--- config.mk ---
export PLATFORM = sky130hd
export DESIGN_NAME = i2cmb_wb_sequencer
export DESIGN_NICKNAME = d
export VERILOG_FILES = /design/src/rtl/i2cmb_wb_sequencer.sv
export SDC_FILE = /design/constraint.sdc
export NUM_CORES = 1
export LEC_CHECK = 0
export CORE_ASPECT_RATIO = 2
export CORE_MARGIN = 1.5
export CORE_UTILIZATION = 48
export CTS_CLUSTER_SIZE = 20
export DETAILED_ROUTE_END_ITERATION = 10
export PLACE_DENSITY = 0.75
export REMOVE_ABC_BUFFERS = 1
export SLEW_MARGIN = 20
export SYNTH_ARGS = -nofsm -noshare
export SYNTH_HDL_FRONTEND = slang
export SYNTH_SLANG_ARGS = --single-unit
--- constraint.sdc ---
create_clock -name clk_i -period 3.9 [get_ports clk_i]
set_input_delay 0.78 -clock clk_i [delete_from_list [all_inputs] [get_ports clk_i]]
set_output_delay 0.78 -clock clk_i [all_outputs]
set_load 0.01 [all_outputs]
--- src/rtl/i2cmb_wb_sequencer.sv ---
// Wishbone master driving iicmb_m_wb: one host request becomes SET_BUS/START/addr/data/STOP; done_o ends each request.
// Write bytes are pulled only when the FSM needs them; read bytes are pushed with no backpressure. Optional irq timeout: I2CMB_SEQ_TIMEOUT_EN.
module i2cmb_wb_sequencer #(
  parameter int NUM_I2C_BUSSES = 1,
  parameter int TIMEOUT_CYCLES = 100000
) (
  input  logic       clk_i,
  input  logic       rst_n_i,
  input  logic       req_valid_i,
  output logic       req_ready_o,
  input  logic       req_rw_i,
  input  logic [3:0] req_bus_i,
  input  logic [6:0] req_addr_i,
  input  logic [3:0] req_len_i,
  input  logic [7:0] wdata_i,
  input  logic       wdata_valid_i,
  output logic       wdata_ready_o,
  output logic [7:0] rdata_o,
  output logic       rdata_valid_o,
  output logic       done_o,
  output logic [2:0] status_o,
  output logic       cyc_o,
  output logic       stb_o,
  output logic       we_o,
  output logic [1:0] adr_o,
  output logic [7:0] dat_o,
  input  logic [7:0] dat_i,
  input  logic       ack_i,
  input  logic       irq_i
);

  localparam logic [3:0] S_INIT   = 4'd0,  S_IDLE  = 4'd1,  S_WB    = 4'd2,  S_DPR   = 4'd3;
  localparam logic [3:0] S_CMD    = 4'd4,  S_IRQ   = 4'd5,  S_EVAL  = 4'd6,  S_WWAIT = 4'd7;
  localparam logic [3:0] S_RDPR   = 4'd8,  S_RDOUT = 4'd9,  S_TORST = 4'd10, S_TORST2 = 4'd11;
  localparam logic [3:0] S_DONE   = 4'd12;

  localparam logic [2:0] P_SETBUS = 3'd0, P_START = 3'd1, P_ADDR = 3'd2;
  localparam logic [2:0] P_WDATA  = 3'd3, P_RDATA = 3'd4, P_STOP = 3'd5;

  localparam logic [1:0] A_CSR = 2'd0, A_DPR = 2'd1, A_CMDR = 2'd2;
  localparam logic [2:0] ST_OK = 3'd0, ST_NAK = 3'd1, ST_AL = 3'd2, ST_ERR = 3'd3, ST_TMO = 3'd4;
  localparam logic [4:0] NB = 5'(NUM_I2C_BUSSES);

  logic [3:0] state, ret;
  logic [2:0] phase, cmd;
  logic [7:0] dpr_val, rd_q;
  logic [6:0] addr;
  logic       rw, nak_seen;
  logic [3:0] cnt;
  logic       tmo_hit;

`ifdef I2CMB_SEQ_TIMEOUT_EN
  logic [16:0] tmo_cnt;

  always_ff @(posedge clk_i or negedge rst_n_i) begin
    if (!rst_n_i)                   tmo_cnt <= '0;
    else if (state == S_IRQ && !irq_i) tmo_cnt <= tmo_cnt + 17'd1;
    else                            tmo_cnt <= '0;
  end

  assign tmo_hit = (state == S_IRQ) && !irq_i && (tmo_cnt == 17'(TIMEOUT_CYCLES - 1));
`else
  // Unbounded irq wait; TIMEOUT_CYCLES is referenced only so the parameter stays live.
  assign tmo_hit = (TIMEOUT_CYCLES < 0);
`endif

  assign req_ready_o   = (state == S_IDLE);
  assign done_o        = (state == S_DONE);
  assign wdata_ready_o = (state == S_WWAIT) && wdata_valid_i;
  assign stb_o         = cyc_o;
  assign rdata_o       = rd_q;

  always_ff @(posedge clk_i or negedge rst_n_i) begin
    if (!rst_n_i) begin
      state <= S_INIT;   ret <= S_IDLE;   phase <= P_SETBUS; cmd <= '0;
      dpr_val <= '0;     rd_q <= '0;      addr <= '0;        rw <= 1'b0;
      nak_seen <= 1'b0;  cnt <= '0;       status_o <= ST_OK; rdata_valid_o <= 1'b0;
      cyc_o <= 1'b0;     we_o <= 1'b0;    adr_o <= '0;       dat_o <= '0;
    end else begin
      rdata_valid_o <= 1'b0;
      case (state)
        S_INIT: begin
          cyc_o <= 1'b1; we_o <= 1'b1; adr_o <= A_CSR; dat_o <= 8'hC0;
          ret <= S_IDLE; state <= S_WB;
        end
        S_IDLE: if (req_valid_i) begin
          rw <= req_rw_i; addr <= req_addr_i; cnt <= req_len_i; nak_seen <= 1'b0;
          if ({1'b0, req_bus_i} >= NB) begin
            status_o <= ST_ERR; state <= S_DONE;
          end else begin
            phase <= P_SETBUS; dpr_val <= {4'h0, req_bus_i}; cmd <= 3'b110; state <= S_DPR;
          end
        end
        S_WB: if (ack_i) begin
          cyc_o <= 1'b0; rd_q <= dat_i; state <= ret;
          if (ret == S_RDOUT) rdata_valid_o <= 1'b1;
          if (ret == S_DONE)  status_o <= ST_TMO;
        end
        S_DPR: begin
          cyc_o <= 1'b1; we_o <= 1'b1; adr_o <= A_DPR; dat_o <= dpr_val;
          ret <= S_CMD; state <= S_WB;
        end
        S_CMD: begin
          cyc_o <= 1'b1; we_o <= 1'b1; adr_o <= A_CMDR; dat_o <= {5'b0, cmd};
          ret <= S_IRQ; state <= S_WB;
        end
        S_IRQ: begin
          if (irq_i) begin
            cyc_o <= 1'b1; we_o <= 1'b0; adr_o <= A_CMDR;
            ret <= S_EVAL; state <= S_WB;
          end else if (tmo_hit) begin
            state <= S_TORST;
          end
        end
        S_EVAL: begin
          if (rd_q[5]) begin
            status_o <= ST_AL; state <= S_DONE;
          end else if (rd_q[4]) begin
            status_o <= ST_ERR; state <= S_DONE;
          end else if (rd_q[6] && (phase == P_ADDR || phase == P_WDATA)) begin
            nak_seen <= 1'b1; phase <= P_STOP; cmd <= 3'b101; state <= S_CMD;
          end else begin
            case (phase)
              P_SETBUS: begin phase <= P_START; cmd <= 3'b100; state <= S_CMD; end
              P_START: begin
                phase <= P_ADDR; dpr_val <= {addr, rw}; cmd <= 3'b001; state <= S_DPR;
              end
              P_ADDR: begin
                if (cnt == 4'd0) begin
                  phase <= P_STOP; cmd <= 3'b101; state <= S_CMD;
                end else if (!rw) begin
                  phase <= P_WDATA; state <= S_WWAIT;
                end else begin
                  phase <= P_RDATA; cmd <= (cnt == 4'd1) ? 3'b011 : 3'b010; state <= S_CMD;
                end
              end
              P_WDATA: begin
                cnt <= cnt - 4'd1;
                if (cnt == 4'd1) begin phase <= P_STOP; cmd <= 3'b101; state <= S_CMD; end
                else state <= S_WWAIT;
              end
              P_RDATA: state <= S_RDPR;
              default: begin status_o <= nak_seen ? ST_NAK : ST_OK; state <= S_DONE; end
            endcase
          end
        end
        S_WWAIT: if (wdata_valid_i) begin
          dpr_val <= wdata_i; cmd <= 3'b001; state <= S_DPR;
        end
        S_RDPR: begin
          cyc_o <= 1'b1; we_o <= 1'b0; adr_o <= A_DPR;
          ret <= S_RDOUT; state <= S_WB;
        end
        S_RDOUT: begin
          // Last read byte is NAKed by the master, hence CMD 011 when one byte remains.
          cnt <= cnt - 4'd1;
          if (cnt == 4'd1) begin phase <= P_STOP; cmd <= 3'b101; state <= S_CMD; end
          else begin cmd <= (cnt == 4'd2) ? 3'b011 : 3'b010; state <= S_CMD; end
        end
        S_TORST: begin
          cyc_o <= 1'b1; we_o <= 1'b1; adr_o <= A_CSR; dat_o <= 8'h00;
          ret <= S_TORST2; state <= S_WB;
        end
        S_TORST2: begin
          cyc_o <= 1'b1; we_o <= 1'b1; adr_o <= A_CSR; dat_o <= 8'hC0;
          ret <= S_DONE; state <= S_WB;
        end
        S_DONE:  state <= S_IDLE;
        default: state <= S_INIT;
      endcase
    end
  end

endmodule
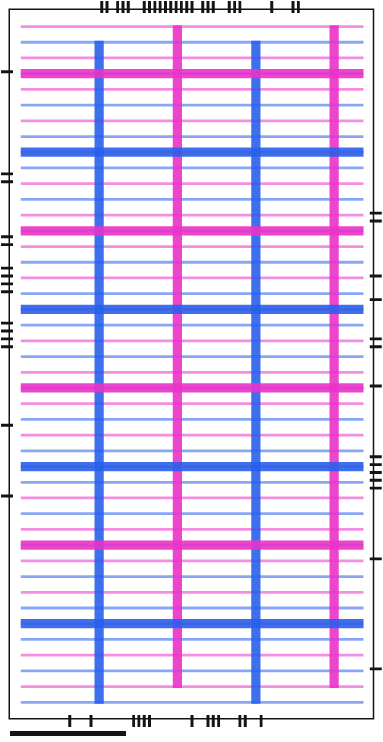
floorplan.png
Bar = 20 microns. Pins as bars on the die edge.
- magenta: VDD
- blue: VSS
- met5 straps: 8
- signal pins: 66
- met1 rails: 44
- rows: 43
- met4 straps: 4

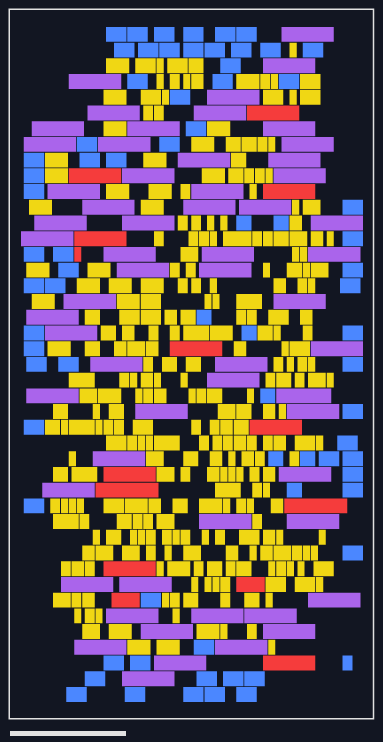
class_map.png
Bar = 20 microns.
- yellow: remaining logic cells (cells 283; share of their area 43%)
- red: clock drivers and dummy loads (cells 14; share of their area 7.3%)
- purple: sequential cells (cells 59; share of their area 34%)
- blue: remaining buffers and delay cells (cells 73; share of their area 16%)

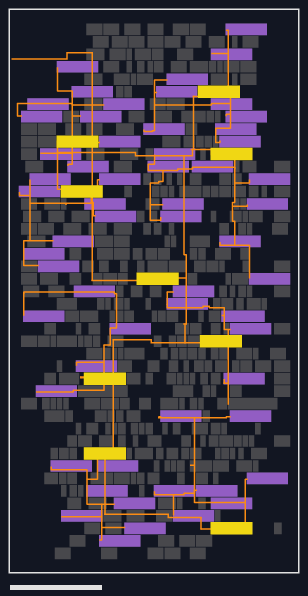
clock_wires.png
Bar = 20 microns.
- orange: clock wires (length 803 microns)
- yellow: clock-net drivers (count 9)
- purple: flip-flops (count 59)
- routed clock nets: 10
- flops lie: all over the die

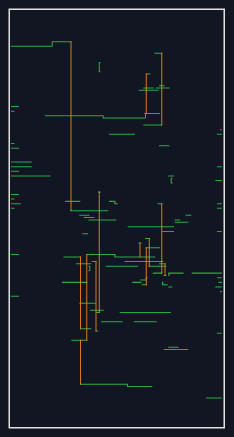
layers.png
Only two layers are drawn.
- green: M3 (wire length 379 microns)
- orange: M4 (wire length 244 microns)
GRT Util Overall: 25.00%
DRT Wirelength: 9143 microns
mean routed wirelength per cell: 17.62 microns
DR vias: 3,137

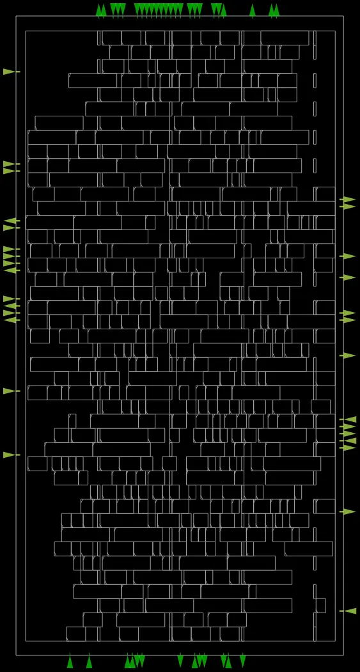
placed.png
core region area: 6940 sq um
Core Util, Final: 64.31%
filler cell count in the final layout: 581

==> flow_summary.toml <==
# flow metrics
[global_route]
top_usage_layer = "met2"
antenna_found_initial = 0

[run_status]
status = "completed"

[die]
std_cell_rows = 43

[placed_design]
gp_congestion = 0.9373
dp_hpwl_microns = 6725
dpl.cell_count = 505

[clock_tree]
cts_root_buf = "clkbuf_16"
post_cts_resized = 0

[route]
drc = 0
route.layer.met1.wl_microns = 3321

[layout]
area_share_nonclk_buffers_pct = 15.81
seq_share_pct = 33.11
final-clk-cell-share_pct = 7.093
num_antenna_cells = 0
layout_top_cell = "clkdlybuf4s50_1"
clock_buffers = 12
num-nonclk-inverters = 14
sequential_cell_area_sq_um = 1478

[final_timing]
hold_viol_final = 0
tns_ns = 0
fmax_mhz = 313.5

[yosys]
yosys.stat.seqShare_pct = 43.09

[critical_path]
critPathSlowestCell = "dfrtp_1"
rrSetupSlack_ns = 1.27
endpoint_kind = "output pin"
cp_num_buf_inv = 2
rr_worst_depth = 6

[pwr]
comb_cell_power_mw = 1.61
switchingPower_mw = 1.401
